==> src/rtl/decode_pkg.sv <==
// decode_pkg: RV32I/M encodings, control-field constants and the decoded control bundle.
package decode_pkg;
   localparam logic [6:0] OPCODE_R      = 7'h33;
   localparam logic [6:0] OPCODE_I      = 7'h13;
   localparam logic [6:0] OPCODE_LOAD   = 7'h03;
   localparam logic [6:0] OPCODE_STORE  = 7'h23;
   localparam logic [6:0] OPCODE_BRANCH = 7'h63;
   localparam logic [6:0] OPCODE_JAL    = 7'h6f;
   localparam logic [6:0] OPCODE_JALR   = 7'h67;
   localparam logic [6:0] OPCODE_LUI    = 7'h37;
   localparam logic [6:0] OPCODE_AUIPC  = 7'h17;

   localparam logic [6:0] F7_BASE = 7'h00;
   localparam logic [6:0] F7_ALT  = 7'h20;
   localparam logic [6:0] F7_MEXT = 7'h01;

   localparam logic [2:0] F3_ADD  = 3'd0;
   localparam logic [2:0] F3_SLL  = 3'd1;
   localparam logic [2:0] F3_SLT  = 3'd2;
   localparam logic [2:0] F3_SLTU = 3'd3;
   localparam logic [2:0] F3_XOR  = 3'd4;
   localparam logic [2:0] F3_SR   = 3'd5;
   localparam logic [2:0] F3_OR   = 3'd6;
   localparam logic [2:0] F3_AND  = 3'd7;

   localparam logic [3:0] ALU_ADD  = 4'd0;
   localparam logic [3:0] ALU_SUB  = 4'd1;
   localparam logic [3:0] ALU_SLL  = 4'd2;
   localparam logic [3:0] ALU_SLT  = 4'd3;
   localparam logic [3:0] ALU_SLTU = 4'd4;
   localparam logic [3:0] ALU_XOR  = 4'd5;
   localparam logic [3:0] ALU_SRL  = 4'd6;
   localparam logic [3:0] ALU_SRA  = 4'd7;
   localparam logic [3:0] ALU_OR   = 4'd8;
   localparam logic [3:0] ALU_AND  = 4'd9;

   localparam logic [2:0] FMT_R = 3'd0;
   localparam logic [2:0] FMT_I = 3'd1;
   localparam logic [2:0] FMT_S = 3'd2;
   localparam logic [2:0] FMT_B = 3'd3;
   localparam logic [2:0] FMT_U = 3'd4;
   localparam logic [2:0] FMT_J = 3'd5;

   localparam logic [2:0] MEM_B = 3'd0;
   localparam logic [2:0] MEM_H = 3'd1;
   localparam logic [2:0] MEM_W = 3'd2;

   localparam logic [2:0] CMP_EQ  = 3'd0;
   localparam logic [2:0] CMP_NE  = 3'd1;
   localparam logic [2:0] CMP_LT  = 3'd4;
   localparam logic [2:0] CMP_GE  = 3'd5;
   localparam logic [2:0] CMP_LTU = 3'd6;
   localparam logic [2:0] CMP_GEU = 3'd7;

   localparam logic       SRC1_RS1  = 1'b0;
   localparam logic       SRC1_PC   = 1'b1;
   localparam logic [1:0] SRC2_RS2  = 2'd0;
   localparam logic [1:0] SRC2_IMM  = 2'd1;
   localparam logic [1:0] SRC2_FOUR = 2'd2;
   localparam logic       RD_ALU    = 1'b0;
   localparam logic       RD_MEM    = 1'b1;

   typedef struct packed {
      logic [4:0]  rd;
      logic [4:0]  rs1;
      logic [4:0]  rs2;
      logic [31:0] imm;
      logic        reg_wr_en;
      logic        jump_en;
      logic        branch_en;
      logic        mem_wr_en;
      logic        mem_rd_en;
      logic        load_sign;
      logic        rd_source;
      logic        is_jalr;
      logic        is_lui;
      logic        alu_src1;
      logic [1:0]  alu_src2;
      logic [3:0]  alu_op;
      logic [2:0]  format;
      logic [2:0]  mem_size;
      logic [2:0]  cmp_op;
      logic        illegal;
      logic        mext;
      logic [2:0]  mdiv_op;
   } ctrl_bundle_t;

   // alt is funct7[5]; it only matters for ADD/SUB and SRL/SRA
   function automatic logic [3:0] alu_from_f3(input logic [2:0] f3, input logic alt);
      case (f3)
         F3_ADD:  return alt ? ALU_SUB : ALU_ADD;
         F3_SLL:  return ALU_SLL;
         F3_SLT:  return ALU_SLT;
         F3_SLTU: return ALU_SLTU;
         F3_XOR:  return ALU_XOR;
         F3_SR:   return alt ? ALU_SRA : ALU_SRL;
         F3_OR:   return ALU_OR;
         default: return ALU_AND;
      endcase
   endfunction
endpackage

==> src/rtl/rv32_decode_comb.sv <==
// rv32_decode_comb: combinational RV32I decoder into ctrl_bundle_t.
// DECODE_MEXT_EN adds RV32M decode (mext/mdiv_op); otherwise funct7=0x01 on OP is illegal.
module rv32_decode_comb
   import decode_pkg::*;
(
   input  logic [31:0]  instr_i,
   output ctrl_bundle_t ctrl_o
);
   logic [6:0] opc;
   logic [2:0] f3;
   logic [6:0] f7;
   logic       f7_ok;
   ctrl_bundle_t c;
   assign opc   = instr_i[6:0];
   assign f3    = instr_i[14:12];
   assign f7    = instr_i[31:25];
   assign f7_ok = (f7 == F7_BASE) || (f7 == F7_ALT);
   always_comb begin
      c = '0;
      c.rd  = instr_i[11:7];
      c.rs1 = instr_i[19:15];
      c.rs2 = instr_i[24:20];
      case (opc)
         OPCODE_R: begin
            c.format    = FMT_R;
            c.reg_wr_en = 1'b1;
            c.alu_op    = alu_from_f3(f3, f7[5]);
            c.illegal   = !f7_ok;
`ifdef DECODE_MEXT_EN
            if (f7 == F7_MEXT) begin
               c.alu_op  = ALU_ADD;
               c.illegal = 1'b0;
               c.mext    = 1'b1;
               c.mdiv_op = f3;
            end
`endif
         end
         OPCODE_I: begin
            c.format    = FMT_I;
            c.reg_wr_en = 1'b1;
            c.alu_src2  = SRC2_IMM;
            c.alu_op    = alu_from_f3(f3, f3 == F3_SR && f7[5]);
            c.illegal   = (f3 == F3_SLL || f3 == F3_SR) && !f7_ok;
         end
         OPCODE_LOAD: begin
            c.format    = FMT_I;
            c.reg_wr_en = 1'b1;
            c.mem_rd_en = 1'b1;
            c.rd_source = RD_MEM;
            c.alu_src2  = SRC2_IMM;
            c.mem_size  = {1'b0, f3[1:0]};
            c.load_sign = !f3[2];
            c.illegal   = f3 == 3'd3 || f3[2:1] == 2'b11;
         end
         OPCODE_STORE: begin
            c.format    = FMT_S;
            c.mem_wr_en = 1'b1;
            c.alu_src2  = SRC2_IMM;
            c.mem_size  = {1'b0, f3[1:0]};
            c.illegal   = f3 > 3'd2;
         end
         OPCODE_BRANCH: begin
            c.format    = FMT_B;
            c.branch_en = 1'b1;
            c.cmp_op    = f3;
            c.illegal   = f3[2:1] == 2'b01;
         end
         OPCODE_JAL: begin
            c.format    = FMT_J;
            c.reg_wr_en = 1'b1;
            c.jump_en   = 1'b1;
            c.alu_src1  = SRC1_PC;
            c.alu_src2  = SRC2_FOUR;
         end
         OPCODE_JALR: begin
            c.format    = FMT_I;
            c.reg_wr_en = 1'b1;
            c.jump_en   = 1'b1;
            c.is_jalr   = 1'b1;
            c.alu_src1  = SRC1_RS1;
            c.alu_src2  = SRC2_FOUR;
         end
         OPCODE_LUI: begin
            c.format    = FMT_U;
            c.reg_wr_en = 1'b1;
            c.is_lui    = 1'b1;
            c.alu_src2  = SRC2_IMM;
         end
         OPCODE_AUIPC: begin
            c.format    = FMT_U;
            c.reg_wr_en = 1'b1;
            c.alu_src1  = SRC1_PC;
            c.alu_src2  = SRC2_IMM;
         end
         default: c.illegal = 1'b1;
      endcase
      c.imm = c.format == FMT_I ? {{20{instr_i[31]}}, instr_i[31:20]} :
              c.format == FMT_S ? {{20{instr_i[31]}}, instr_i[31:25], instr_i[11:7]} :
              c.format == FMT_B ? {{20{instr_i[31]}}, instr_i[7], instr_i[30:25], instr_i[11:8], 1'b0} :
              c.format == FMT_U ? {instr_i[31:12], 12'h000} :
              c.format == FMT_J ? {{12{instr_i[31]}}, instr_i[19:12], instr_i[20], instr_i[30:21], 1'b0} : '0;
      // illegal instructions still flow downstream but must not change state
      if (c.illegal) begin
         c.reg_wr_en = 1'b0;
         c.mem_wr_en = 1'b0;
         c.mem_rd_en = 1'b0;
         c.jump_en   = 1'b0;
         c.branch_en = 1'b0;
      end
   end
   assign ctrl_o = c;
endmodule

==> src/rtl/decode_queue_stage.sv <==
// decode_queue_stage: instruction queue + RV32I decode + registered valid/ready output.
// Define DECODE_MEXT_EN to decode RV32M in the embedded decoder.
module decode_queue_stage
   import decode_pkg::*;
#(
   parameter int DEPTH = 4,
   parameter int PC_W  = 32
) (
   input  logic            clk_i,
   input  logic            rst_n_i,
   input  logic            flush_i,
   input  logic            in_valid_i,
   output logic            in_ready_o,
   input  logic [31:0]     in_instr_i,
   input  logic [PC_W-1:0] in_pc_i,
   output logic            out_valid_o,
   input  logic            out_ready_i,
   output logic [PC_W-1:0] out_pc_o,
   output logic [4:0]      rd_o,
   output logic [4:0]      rs1_o,
   output logic [4:0]      rs2_o,
   output logic [31:0]     imm_o,
   output logic            reg_wr_en_o,
   output logic            jump_en_o,
   output logic            branch_en_o,
   output logic            mem_wr_en_o,
   output logic            mem_rd_en_o,
   output logic            load_sign_o,
   output logic            rd_source_o,
   output logic            is_jalr_o,
   output logic            is_lui_o,
   output logic            alu_src1_o,
   output logic [1:0]      alu_src2_o,
   output logic [3:0]      alu_op_o,
   output logic [2:0]      format_o,
   output logic [2:0]      mem_size_o,
   output logic [2:0]      cmp_op_o,
   output logic            illegal_o,
   output logic            mext_o,
   output logic [2:0]      mdiv_op_o
);
   localparam int PW = $clog2(DEPTH);
   localparam int CW = PW + 1;
   localparam logic [PW:0] FULL = DEPTH[PW:0];
   logic [31:0]     instr_q [DEPTH];
   logic [PC_W-1:0] pc_q    [DEPTH];
   logic [PW-1:0]   wr_ptr, rd_ptr;
   logic [PW:0]     count;
   logic            push, load;
   ctrl_bundle_t    head_ctrl, out_ctrl;
   logic [PC_W-1:0] out_pc;
   logic            out_valid;
   rv32_decode_comb u_dec (.instr_i(instr_q[rd_ptr]), .ctrl_o(head_ctrl));
   // full blocks pushes even if the head pops this cycle
   assign in_ready_o = rst_n_i && count != FULL;
   assign push = in_valid_i && in_ready_o && !flush_i;
   assign load = (!out_valid || out_ready_i) && count != '0 && !flush_i;
   always_ff @(posedge clk_i or negedge rst_n_i) begin
      if (!rst_n_i) begin
         wr_ptr    <= '0;
         rd_ptr    <= '0;
         count     <= '0;
         out_valid <= 1'b0;
         out_ctrl  <= '0;
         out_pc    <= '0;
      end else if (flush_i) begin
         wr_ptr    <= '0;
         rd_ptr    <= '0;
         count     <= '0;
         out_valid <= 1'b0;
      end else begin
         if (push) wr_ptr <= wr_ptr + 1'b1;
         if (load) rd_ptr <= rd_ptr + 1'b1;
         count <= count + CW'(push) - CW'(load);
         if (!out_valid || out_ready_i) out_valid <= count != '0;
         if (load) begin
            out_ctrl <= head_ctrl;
            out_pc   <= pc_q[rd_ptr];
         end
      end
   end
   always_ff @(posedge clk_i) begin
      if (push) begin
         instr_q[wr_ptr] <= in_instr_i;
         pc_q[wr_ptr]    <= in_pc_i;
      end
   end
   assign out_valid_o = out_valid;
   assign out_pc_o    = out_pc;
   assign rd_o        = out_ctrl.rd;
   assign rs1_o       = out_ctrl.rs1;
   assign rs2_o       = out_ctrl.rs2;
   assign imm_o       = out_ctrl.imm;
   assign reg_wr_en_o = out_ctrl.reg_wr_en;
   assign jump_en_o   = out_ctrl.jump_en;
   assign branch_en_o = out_ctrl.branch_en;
   assign mem_wr_en_o = out_ctrl.mem_wr_en;
   assign mem_rd_en_o = out_ctrl.mem_rd_en;
   assign load_sign_o = out_ctrl.load_sign;
   assign rd_source_o = out_ctrl.rd_source;
   assign is_jalr_o   = out_ctrl.is_jalr;
   assign is_lui_o    = out_ctrl.is_lui;
   assign alu_src1_o  = out_ctrl.alu_src1;
   assign alu_src2_o  = out_ctrl.alu_src2;
   assign alu_op_o    = out_ctrl.alu_op;
   assign format_o    = out_ctrl.format;
   assign mem_size_o  = out_ctrl.mem_size;
   assign cmp_op_o    = out_ctrl.cmp_op;
   assign illegal_o   = out_ctrl.illegal;
   assign mext_o      = out_ctrl.mext;
   assign mdiv_op_o   = out_ctrl.mdiv_op;
endmodule

==> config.mk <==
export PLATFORM = sky130hd
export DESIGN_NAME = decode_queue_stage
export DESIGN_NICKNAME = d
export VERILOG_FILES = /design/src/rtl/decode_pkg.sv /design/src/rtl/rv32_decode_comb.sv /design/src/rtl/decode_queue_stage.sv
export SDC_FILE = /design/constraint.sdc
export NUM_CORES = 1
export LEC_CHECK = 0
export ABC_CLOCK_PERIOD_IN_PS = 8500
export CORE_AREA = 2 2 172 208
export CTS_CLUSTER_DIAMETER = 100
export DETAILED_ROUTE_END_ITERATION = 10
export DIE_AREA = 0 0 174 210
export GPL_ROUTABILITY_DRIVEN = 0
export MAX_ROUTING_LAYER = met4
export PLACE_DENSITY = 0.71
export SYNTH_ARGS = -nofsm -noshare
export SYNTH_HDL_FRONTEND = slang
export SYNTH_HIERARCHICAL = 1
export SYNTH_SLANG_ARGS = --single-unit
==> constraint.sdc <==
create_clock -name clk_i -period 8.5 [get_ports clk_i]
set_clock_uncertainty 0.05 [all_clocks]
set_input_delay 0.85 -clock clk_i [delete_from_list [all_inputs] [get_ports clk_i]]
set_output_delay 0.85 -clock clk_i [all_outputs]
set_load 0.01 [all_outputs]
run_1/port_nets.png
Bar = 50 µm.
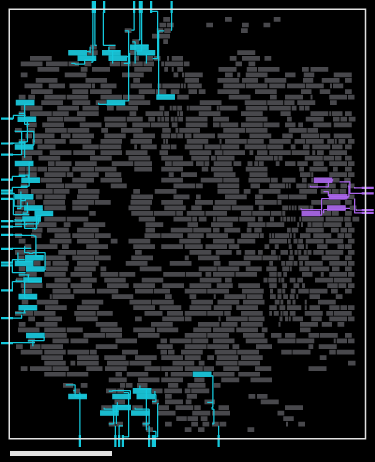
color	port	bits	direction	edge	end cells	buffers	wire
cyan	out_pc_o	32	output	16 left, 8 top, 8 bottom	32	32	1000 µm
purple	alu_op_o	4	output	right	4	4	121 µm

run_1/density.png
Bar = 50 µm. The die is cut into 17 by 21 equal tiles; black is low, pale yellow is high, 0 to 100% covered.
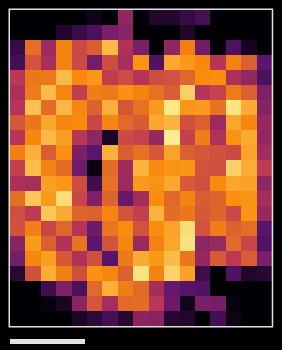
emptiest ninth of the die	bottom right
nearly empty tiles	12%
mean over tiles	49%

run_1/final_congestion.png
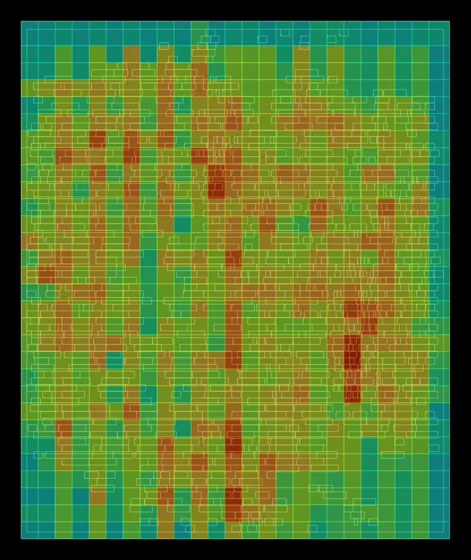
GR peak layer: met2
M3 GR Usage: 3.517%
Avg WL per Cell: 20.89 µm
met2 Use GR: 28.26%

run_1/pdn.png
Bar = 50 µm. Pins as bars on the die edge.
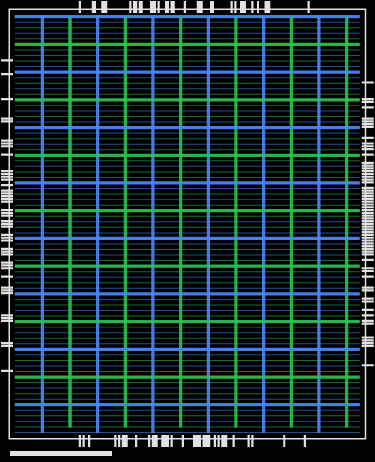
color	net
green	VDD
blue	VSS
met1 rails	76
signal pins	180
rows	75
met4 straps	12
Die H: 210 µm
core area: 34530 µm²
VDD IR max: 190.4 µV

==> flow_summary_export.csv, run 1 <==
group,metric,value,unit
global_route,antenna_found_initial,5,
cts,clk_path_buf_depth,3,
synth,edf_count,256,
cts,htreeDepth,2,
final_timing,slew_viol_final,0,
setup_path,timing.rr.start,"rd_ptr[0]",
final_timing,slew_headroom,31.79,%
final_timing,setup_viol,0,
die,dieArea,36540,µm²
status,outcome,"complete, no violations",
cts,tritoncts,"done",
setup_path,criticalPathCategory,"flop to flop",
setup_path,critPathSlowestCell,"dfrtp_4",
detailed_routing,first_pass_iters,7,
final_timing,rsz0062_at_grt,"no",
power_and_ir_drop,p_clk_share,28.9,%
setup_path,critPathCaptureType,"flop",
cts,holdBufCountCts,0,
synth,async_reset_ff_share,31.37,%
synth,synth-area-yosys,15390,µm²
die,ios,180,
setup_path,path_cells,"buf_4 > mux4_2 > inv_1 > nor2_1 > a311o_1 > or3_1 > mux2_4",
cts,clkLatencyLatePin,0.51,ns
place,placement.cell_area,17270,µm²
power_and_ir_drop,powerComb,0.00177,W
setup_path,start_kind,"flop",
finish,drive_above_1_share,26.86,%
setup_path,cp.arrival,3.98,ns
finish,utilization,53.81,%
final_timing,fin_hold_ws,0.2460,ns
finish,lay_top_count,"edfxtp_1",
final_timing,fin_ws,4.864,ns
place,place_hpwl,18260,µm
final_timing,setup_tns,0,ns
place,place_inst,1361,
global_route,grt_pass1_vias,7872,
final_timing,hold_viol,0,
synth,synthMostInstantiatedCell,"edfxtp_1",
finish,final_cell_mix,"edfxtp_1 (256), clkdlybuf4s50_1 (178), dfrtp_1 (115)",
synth,common_cells,"edfxtp_1 (256), dfrtp_1 (117), mux2_4 (100), mux4_2 (64), buf_4 (28)",
setup_path,crit_required,8.84,ns
cts,clk_root_buffer_cell,"clkbuf_16",
final_timing,min_period,3.636,ns
finish,fillers,2768,
detailed_routing,drc,0,
final_timing,worst_pin_slew,1.023,ns
power_and_ir_drop,p_clk,0.00171,W
detailed_routing,vias_per_cell,5.132,
cts,cts_resized,0,
detailed_routing,wl,29970,µm
finish,final_cells,1435,
global_route,overflow,0,
place,io_buffers,179,
finish,design_area,18580,µm²
synth,numSynthFlops,373,
-- run 1: layer usage --
layer	up-vias	track usage [%]	routed length, µm
li1	3330	-	-
met1	3769	21.80	12750
met2	218	28.26	15000
met3	48	3.517	1666
met4	0	4.260	552
met5	-	-	0
-- run 1: worst max-delay path by stage --
stage                    endpoint  slack [ns]  depth (start not counted)
floorplan           instr_q[0][0]        5.13                          3
global placement        illegal_o        4.77                          7
detailed placement      illegal_o        4.76                          7
CTS                     illegal_o        4.74                          7
global route            illegal_o        4.58                          7
finish                  illegal_o        4.86                          7
-- run 1: cell families after synthesis --
| family | synth area share [%] |
|---|---|
| compound gates | 2.594 |
| fa+ha+maj | 0.6179 |
| simple gates | 3.805 |
| buf+inv | 3.943 |
| xor+xnor | 0.1139 |
| flops | 68.98 |
| other cells | 0.02437 |
| mux | 19.92 |
-- run 1: cell type report --
type | count | area [µm²] | share of cell area (%)
diodes | 5 | 12.51 | 0.06734
well taps | 462 | 578.1 | 3.111
flip-flops and latches | 373 | 10620 | 57.17
clock inverters | 20 | 246.5 | 1.327
clock buffers | 49 | 1054 | 5.670
inverters | 11 | 41.29 | 0.2222
multi-input cells | 332 | 4192 | 22.56
repair buffers | 183 | 1836 | 9.878
-- run 1: registers in the layout, summed over array words and instances, names as in the netlist, 3 cells and up --
register	cells
out_pc_o	32
format_o	3
cmp_op_o	3
rd_o	5
count	3
alu_op_o	4
mdiv_op_o	3
pc_q	128
instr_q	128
mem_size_o	3
imm_o	32
rs2_o	5
rs1_o	5
-- run 1: worst max-delay path, delay by kind of cell, from the launching register on --
kind	cells	cell delay, ns
buffers and inverters	2	0.73
muxes	2	0.92
AOI/OAI and AO/OA	1	0.36
DFF	1	1.03
and+or+nand+nor	2	0.41
==> run 1 -> run 2 <==
--- a/config.mk
+++ b/config.mk
@@ -5,7 +5,7 @@
 export SDC_FILE = /design/constraint.sdc
 export NUM_CORES = 1
 export LEC_CHECK = 0
-export ABC_CLOCK_PERIOD_IN_PS = 8500
+export ABC_CLOCK_PERIOD_IN_PS = 3550
 export CORE_AREA = 2 2 172 208
 export CTS_CLUSTER_DIAMETER = 100
 export DETAILED_ROUTE_END_ITERATION = 10
==> constraint.sdc (replaced) <==
create_clock -name clk_i -period 3.55 [get_ports clk_i]
set_clock_uncertainty 0.05 [all_clocks]
set_input_delay 0.355 -clock clk_i [delete_from_list [all_inputs] [get_ports clk_i]]
set_output_delay 0.355 -clock clk_i [all_outputs]
set_load 0.01 [all_outputs]
run_2/density.png
Bar = 50 µm. The die is cut into 17 by 21 equal tiles; black is low, pale yellow is high, 0 to 100% covered.
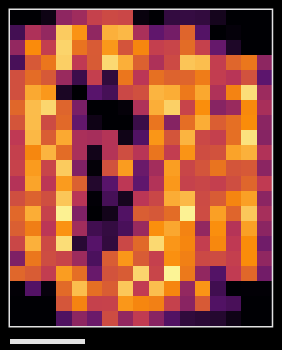
tiles over 75% full	19%
fullest tile	98%
nearly empty tiles	10%
mean over tiles	49%

run_2/port_nets.png
Bar = 50 µm.
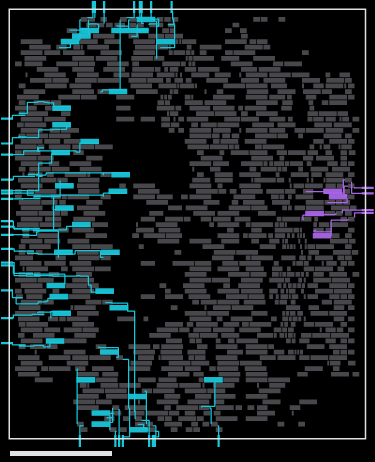
color	port	bits	direction	edge	end cells	buffers	wire
purple	alu_op_o	4	output	right	4	4	126 µm
cyan	out_pc_o	32	output	16 left, 8 top, 8 bottom	32	32	1320 µm

run_2/final_congestion.png
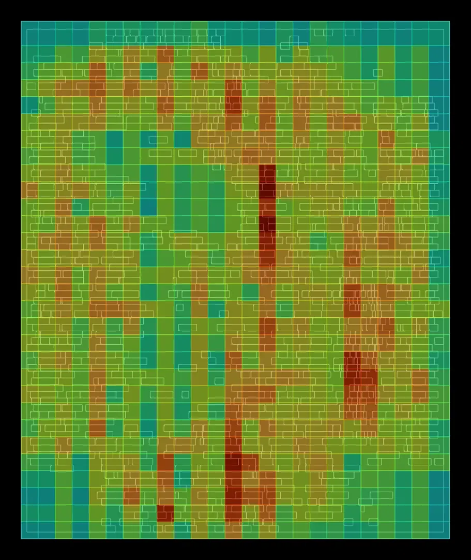
met2 Use GR: 30.16%
M3 GR Usage: 3.698%
Avg WL per Cell: 21.09 µm
met1 usage: 21.86%
fin util: 53.95%

==> run 2 against run 1 <==
Sequential share of layout area fell by 0.15 points. Power rose by 130%. Flip-flop count did not move. Wire length rose by 2.2%. Cell area rose by 0.27%. Cell count rose by 1.3%. Critical path type unchanged. Largest cell class unchanged.
==> flow_summary_export.csv, run 2 <==
group,metric,value,unit
final_timing,period_used_share,88.75,%
final_timing,hold_viol,0,
finish,lay_top_count,"edfxtp_1",
setup_path,critPathSlowestCell,"dfrtp_4",
detailed_routing,wl_met3,1553,µm
setup_path,r2r_cells,6,
cts,clk_root_buffer_cell,"clkbuf_16",
setup_path,cp_top_family,"simple AND/OR/NAND/NOR gates",
detailed_routing,highest_layer,"met4",
synth,edf_count,256,
cts,clkLatencyLatePin,0.53,ns
power_and_ir_drop,power.total,0.01367,W
place,place_hpwl,19690,µm
detailed_routing,drc,0,
hold_path,min_path_type,"input port to asynchronous set/reset pin",
cts,htreeDepth,2,
finish,drive_above_1_share,26.44,%
setup_path,slowest_delay,0.71,ns
detailed_routing,wl_met2,15790,µm
power_and_ir_drop,power_density,733.4,nW/µm²
detailed_routing,met1Wirelength,12630,µm
setup_path,start_kind,"flop",
place,place_inst,1379,
setup_path,criticalPathCategory,"flop to flop",
detailed_routing,antenna_left,0,
power_and_ir_drop,p_leak,6.852,nW
finish,area_delta_synth_final,21.07,%
finish,nNetsFinal,1034,
place,io_buffers,179,
die,placementRows,75,
final_timing,max_freq,317.4,MHz
synth,synthMostInstantiatedCell,"edfxtp_1",
detailed_routing,vias_per_cell,5.177,
global_route,overflow,0,
setup_path,path_cells,"mux4_2 > nand4bb_1 > or3_4 > a211oi_4 > nor4_1 > mux2_4",
die,die_w,174,µm
global_route,antenna_found_initial,4,
final_timing,min_period,3.151,ns
final_timing,slew_headroom,37.57,%
die,dieArea,36540,µm²
cts,clk_path_buf_depth,3,
synth,ys.flop_type,"edfxtp_1",
setup_path,rrSetupSlack,0.40,ns
die,core,34530,µm²
global_route,grt_pass1_vias,7965,
synth,synth_area,15390,µm²
finish,final_cells,1453,
die,fp.dieH,210,µm
setup_path,crit_required,3.90,ns
setup_path,critPathBufInv,0,
setup_path,timing.rr.start,"rd_ptr[0]",
die,ios,180,
synth,async_reset_ff_share,31.37,%
synth,syn_avg_cell_area,19.93,µm²
synth,synth-area-yosys,15390,µm²
cts,cts_resized,0,
status,outcome,"complete, no violations",
finish,fillers,2766,
cts,clkSlewWorstSetupHoldPaths,0.06,ns
place,placement.cell_area,17490,µm²
setup_path,critPathCaptureType,"flop",
detailed_routing,vias,7522,
setup_path,critPathMaxFanout,22,
finish,top_regs,"instr_q: 128 flops, pc_q: 128 flops",
synth,top_cells_by_area,"edfxtp_1 (50%), dfrtp_1 (19%), mux2_4 (9.8%), mux4_2 (9.4%), buf_12 (1.4%)",
setup_path,cp.arrival,3.50,ns
finish,design_area,18630,µm²
synth,syn_inst,772,
final_timing,fin_ws,0.3994,ns
final_timing,rsz0062_at_grt,"no",
final_timing,setup_viol,0,
synth,numSynthFlops,373,
cts,clock_sinks,373,
final_timing,worst_pin_slew,0.9364,ns
synth,common_cells,"edfxtp_1 (256), dfrtp_1 (117), mux2_4 (100), mux4_2 (64), buf_4 (28)",
final_timing,slew_viol_final,0,
power_and_ir_drop,vdd_drop_max,521.4,µV
final_timing,fin_hold_ws,0.2722,ns
cts,tritoncts,"done",
detailed_routing,wl,30650,µm
finish,final_cell_mix,"edfxtp_1 (256), clkdlybuf4s50_1 (178), dfrtp_1 (115)",
cts,holdBufCountCts,1,
final_timing,setup_tns,0,ns
detailed_routing,first_pass_iters,4,
global_route,grt.busiest_layer,"met2",
synth,yosys_warnings,6,
==> run 2: netlist changes by cell type in the layout (fill, tap and decap cells not counted), moves of 3 or more <==
cell and delta:
bufinv_16 -5, clkbuf_8 -3, buf_12 +7, clkbuf_1 +6, clkinv_1 +11, clkinvlp_4 -4
buf_4 +11, clkinv_2 -5
==> run 2: where the power goes <==
| group | switching [W] | total (W) | internal, W |
|---|---|---|---|
| combinational | 0.00181 | 0.00437 | 0.00256 |
| sequential | 0.000461 | 0.00570 | 0.00524 |
| clock | 0.00155 | 0.00360 | 0.00204 |
==> run 2: how the worst max path moves through the flow <==
| stage | from | end | slack [ns] | cells past startpoint |
|---|---|---|---|---|
| 6_report | rd_ptr[0] | reg_wr_en_o | 0.40 | 6 |
| 5_1_grt | rd_ptr[0] | mem_wr_en_o | 0.23 | 6 |
| 4_1_cts | rd_ptr[0] | reg_wr_en_o | 0.40 | 6 |
| 3_5_place_dp | rd_ptr[0] | reg_wr_en_o | 0.44 | 6 |
| 3_3_place_gp | rd_ptr[0] | reg_wr_en_o | 0.50 | 6 |
| 2_1_floorplan | count[2] | instr_q[0][0] | 0.60 | 3 |
==> run 2: cells by family after synthesis <==
family / synth area share, %
compound gates: 2.594
xor+xnor: 0.1139
fa+ha+maj: 0.6179
buf+inv: 3.943
flops: 68.98
mux: 19.92
other cells: 0.02437
simple gates: 3.805
==> run 2: layout make-up <==
cell class	instances	area [µm²]	area share, %
Tap cell	462	578.1	3.103
Inverter	11	41.29	0.2216
Timing Repair Buffer	202	2068	11.10
Antenna cell	4	10.01	0.05372
Clock inverter	17	85.08	0.4567
Multi-Input combinational cell	332	4192	22.50
Sequential cell	373	10620	57.01
Clock buffer	52	1035	5.554
Power and IR drop assume default switching activity.
